--- config.mk ---
export PLATFORM = sky130hd
export DESIGN_NAME = serial_adder_subtractor
export DESIGN_NICKNAME = d
export VERILOG_FILES = /design/src/rtl/serial_adder_subtractor_pkg.sv /design/src/rtl/serial_adder_subtractor_full_adder.sv /design/src/rtl/serial_adder_subtractor.sv
export SDC_FILE = /design/constraint.sdc
export NUM_CORES = 1
export LEC_CHECK = 0
export CELL_PAD_IN_SITES_DETAIL_PLACEMENT = 0
export CELL_PAD_IN_SITES_GLOBAL_PLACEMENT = 1
export CORE_ASPECT_RATIO = 0.75
export CORE_UTILIZATION = 33
export DETAILED_ROUTE_END_ITERATION = 8
export PLACE_DENSITY = 0.8
export SYNTH_ARGS = -nofsm -noshare
export SYNTH_HDL_FRONTEND = slang
export SYNTH_HIERARCHICAL = 1
export SYNTH_SLANG_ARGS = --single-unit
--- constraint.sdc ---
create_clock -name clk -period 1.45 [get_ports clk]
set_input_delay 0.29 -clock clk [delete_from_list [all_inputs] [get_ports clk]]
set_output_delay 0.29 -clock clk [all_outputs]
set_load 0.02 [all_outputs]
--- src/rtl/serial_adder_subtractor_pkg.sv ---
// Shared definitions for the bit-serial adder/subtractor: FSM state encoding
// and the add_n operation encodings.
package serial_adder_subtractor_pkg;

   typedef enum logic [1:0] {
      S_IDLE  = 2'd0,
      S_SHIFT = 2'd1,
      S_DONE  = 2'd2
   } state_t;

   localparam logic ADD = 1'b0;
   localparam logic SUB = 1'b1;

endpackage

--- src/rtl/serial_adder_subtractor_full_adder.sv ---
// Single-bit full adder used as the one arithmetic slice of the serial datapath.
module serial_adder_subtractor_full_adder (
   input  logic a,
   input  logic b,
   input  logic cin,
   output logic sum,
   output logic cout
);

   // Plain combinational full-adder equations.
   always_comb begin
      sum  = a ^ b ^ cin;
      cout = (a & b) | (cin & (a ^ b));
   end

endmodule

--- src/rtl/serial_adder_subtractor.sv ---
// Bit-serial n-bit two's-complement adder/subtractor. One full-adder slice is
// reused for n cycles, consuming operands LSB-first; subtraction is done as
// x + ~y + 1 by inverting y on capture and seeding the carry with add_n.
module serial_adder_subtractor
   import serial_adder_subtractor_pkg::*;
#(
   parameter int n = 4
) (
   input  logic         clk,
   input  logic         rst,
   input  logic         start,
   input  logic [n-1:0] x,
   input  logic [n-1:0] y,
   input  logic         add_n,
   output logic         busy,
   output logic         done,
   output logic [n-1:0] s,
   output logic         c_out,
   output logic         overflow
);

   localparam int CNT_W = $clog2(n);
   localparam logic [CNT_W-1:0] CNT_LAST = CNT_W'(n - 1);

   state_t           state_q;
   state_t           state_d;
   logic [n-1:0]     op_a_q;
   logic [n-1:0]     op_b_q;
   logic [CNT_W-1:0] cnt_q;
   logic             carry_q;
   logic [n-1:0]     s_q;
   logic             c_out_q;
   logic             ovf_q;
   logic             fa_sum;
   logic             fa_cy;

   serial_adder_subtractor_full_adder u_fa (
      .a    (op_a_q[0]),
      .b    (op_b_q[0]),
      .cin  (carry_q),
      .sum  (fa_sum),
      .cout (fa_cy)
   );

   // Next-state logic: start only matters in IDLE; SHIFT leaves after the MSB slice.
   always_comb begin
      state_d = state_q;
      case (state_q)
         S_IDLE:  if (start) state_d = S_SHIFT;
         S_SHIFT: if (cnt_q == CNT_LAST) state_d = S_DONE;
         S_DONE:  state_d = S_IDLE;
         default: state_d = S_IDLE;
      endcase
   end

   // State register.
   always_ff @(posedge clk) begin
      if (rst) state_q <= S_IDLE;
      else     state_q <= state_d;
   end

   // Operand shift registers: pure data, only meaningful after a capture.
   always_ff @(posedge clk) begin
      if (state_q == S_IDLE && start) begin
         op_a_q <= x;
         op_b_q <= y ^ {n{add_n}};
      end else if (state_q == S_SHIFT) begin
         op_a_q <= op_a_q >> 1;
         op_b_q <= op_b_q >> 1;
      end
   end

   // Counter, carry FF, result shift register and flags. On the last slice
   // carry_q still holds the carry into the MSB, so overflow is cin ^ cout.
   always_ff @(posedge clk) begin
      if (rst) begin
         cnt_q   <= '0;
         carry_q <= 1'b0;
         s_q     <= '0;
         c_out_q <= 1'b0;
         ovf_q   <= 1'b0;
      end else begin
         case (state_q)
            S_IDLE: begin
               if (start) begin
                  carry_q <= (add_n == SUB);
                  cnt_q   <= '0;
                  s_q     <= '0;
               end
            end
            S_SHIFT: begin
               s_q     <= {fa_sum, s_q[n-1:1]};
               carry_q <= fa_cy;
               cnt_q   <= cnt_q + 1'b1;
               if (cnt_q == CNT_LAST) begin
                  c_out_q <= fa_cy;
                  ovf_q   <= fa_cy ^ carry_q;
               end
            end
            default: ;
         endcase
      end
   end

   assign busy     = (state_q != S_IDLE);
   assign done     = (state_q == S_DONE);
   assign s        = s_q;
   assign c_out    = c_out_q;
   assign overflow = ovf_q;

endmodule

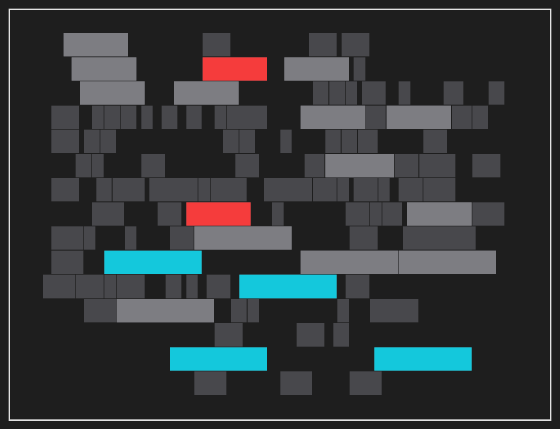
Figure 1: sequential cells colored by netlist name.
Other sequential cells in the stronger gray, the rest of the logic in the fainter gray.
- cyan: `op_b_q` (flops 4)
- red: `cnt_q` (flops 2)
- not colored: 13
Seq/total area: 41.1%
Finished Core Util: 47.5%

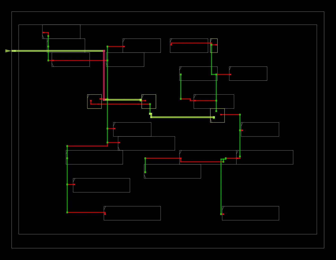
Figure 2: the clock network.
final-layout clock buffer total: 4
flop count: 19

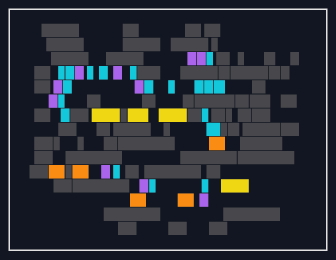
Figure 3: selected gate families.
- cyan: nand cells (cells 19; most used nand2_1)
- orange: xor and xnor cells (cells 5; most used xnor2_1)
- purple: aoi and oai cells (cells 10; most used a21oi_1)
- yellow: mux cells (cells 4; most used mux2_4; where center)
combinational share of cell area: 31.8%
fin cells: 140

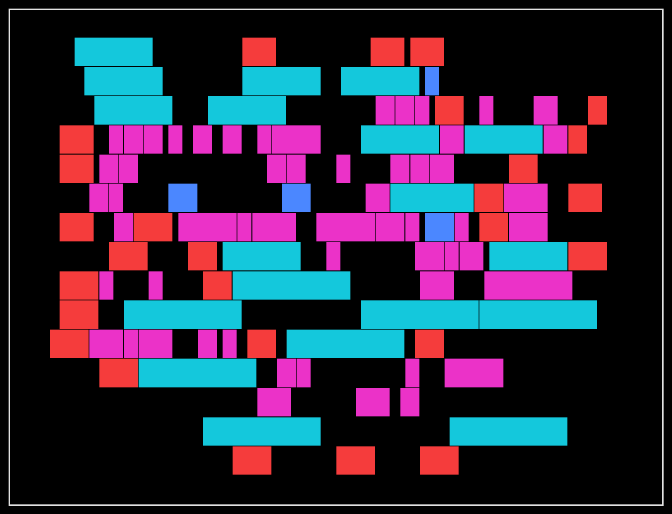
Figure 4: placement by cell class.
- red: remaining buffers and delay cells (cells 27; share of their area 21%)
- cyan: registers (cells 19; share of their area 43%)
- magenta: remaining logic cells (cells 56; share of their area 33%)
- blue: clock drivers and dummy loads (cells 4; share of their area 2.4%)
Finished Cell Area: 0.00112 mm2
Core Area: 0.00236 mm2
Rows: 15

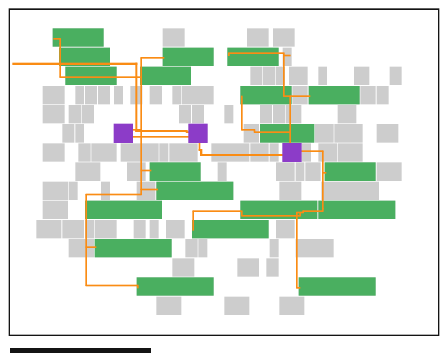
Figure 5: routed clock nets over the placement.
Scale bar: 20 um.
- orange: clock wires (length 223 um)
- purple: clock-net drivers (count 3)
- green: flip-flops (count 19)
- routed clock nets: 4
Clk pwr share: 23.7%
clk_skew: 0.00676 ns

==> impl_metrics.yaml <==
# synthesis and place-and-route metrics
floorplan:
  die_w_um: 60.8
  dieHeight_um: 46.1
  pin_count: 20
  chipArea_mm2: 0.00280
  initial_utilization_pct: 36.1
cells_and_area:
  antennaDiodeCount: 0
  buffer_area_share_pct: 20.6
  clock_area_share_pct: 2.34
  synthToLayoutAreaGrowth_pct: 31.5
  mostFrequentLayoutCells: "nand2_1 (10), dfxtp_1 (10), clkdlybuf4s50_1 (10)"
  nets: 121
  layout-drive-gt1-share_pct: 21.7
  seqCellArea_um2: 462
  comb_cells: 55
  buffers: 27
setup_path:
  crit_buf_inv: 0
  startpoint: "state_q[1]$_SDFFE_PP0P_"
  r2r_end: "op_a_q[2]$_DFFE_PP_"
  crit_slowest_cell: "or3b_4"
  endpoint_kind: "flip-flop"
  required_ns: 1.50
  r2r_setup_slack_ns: 0.08
  worst_ep_arrival_time_ns: 1.41
  cp_max_fo: 8
  r2r-start: "state_q[1]$_SDFFE_PP0P_"
  crit_cells: 2
drt:
  routed_via_density: 4.49
  ant_nets: 0
  routedWlPerCell_um: 11.3
  dr.pass1.iters: 4
  dr.first_iter.drc_count: 17
  wirelength_um: 1590
  drc: 0
  vias: 629
flow_run:
  maxCapViolations: 0
  warning_count: 26
pwr:
  peakVddDrop_mv: 0.462
  total_power_mw: 1.09
min_path:
  hold_end: "c_out$_SDFFE_PP0P_"
  min_from: "c_out$_SDFFE_PP0P_"
  worst_hold_path_type: "flip-flop to flip-flop"
grt:
  grt_pass1_vias: 609
  grt_max_degree: 11
  grt_pass1_wl_um: 2590
  grt_usage_pct: 12.9
  grt_overflow: 0
synthesis:
  synth.distinct_cells: 26
  edf_count: 8
  ys_sh_aoi_pct: 7.91
  synth.cellmix.simpleShare_pct: 17.9
  async_flop_share_pct: 0
  logic_family: "simple AND/OR/NAND/NOR gates"
  top_cells_by_area: "edfxtp_1 (28%), dfxtp_1 (26%), mux2_4 (5.3%), nand2_1 (4.4%), a21oi_1 (4.1%)"
  ff_type: "dfxtp_1"
  avgSynthCellArea_um2: 10.6
  syn_inst: 81
  yosys-stat-cells: 81
  top_area_cell: "edfxtp_1"
  common_cells: "dfxtp_1 (11), nand2_1 (10), edfxtp_1 (8)"
clock_network:
  clk_path_buf_depth: 2
  clk_latency_ns: 0.29
  cts.sinks: 19
  cts_tree: "built"
  clkTransAtPathRegs_ns: 0.10
  cts.htree.levels: 1
sta:
  max_clock_freq_ghz: 0.732
  relSlewSlack_pct: 78.8
  whs_ns: 0.461
  setup_slack_ns: 0.0841
  drv_slew: 0
  rsz0062_at_grt: "no"
  hold_viol_final: 0
  worst_pin_slew_ns: 0.318
placed_design:
  dp.cells: 136
  dp_slack_ns: -0.452
  portBuffers: 19
  dp_hpwl_um: 1180
outcome:
  status: "completed"
[worst reg2reg max path: stages, from the launching register on]
cell and delay (ns):
dfxtp_1 0.34, or3b_4 0.47, mux2_4 0.32
[state kept, by name, indices dropped and copies added (netlist names)]
name,count
op_b_q,4
op_a_q,4
cnt_q,2
state_q,2
s,4
carry_q,1
overflow,1
c_out,1
[metal layers]
layer,GRT usage (%),vias up,share of wire (%)
li1,-,323,-
met1,16.8,286,51
met2,20.4,18,42
met3,5.06,2,5.6
met4,2.73,0,0.57
met5,0,-,0
[report_power, final]
part	internal, mW	switching (mW)	leakage, nW
sequential	0.607	0.0213	0.172
clock	0.107	0.152	0.0150
combinational	0.113	0.0935	0.275
total	0.826	0.267	0.462
Power and IR drop assume default switching activity.
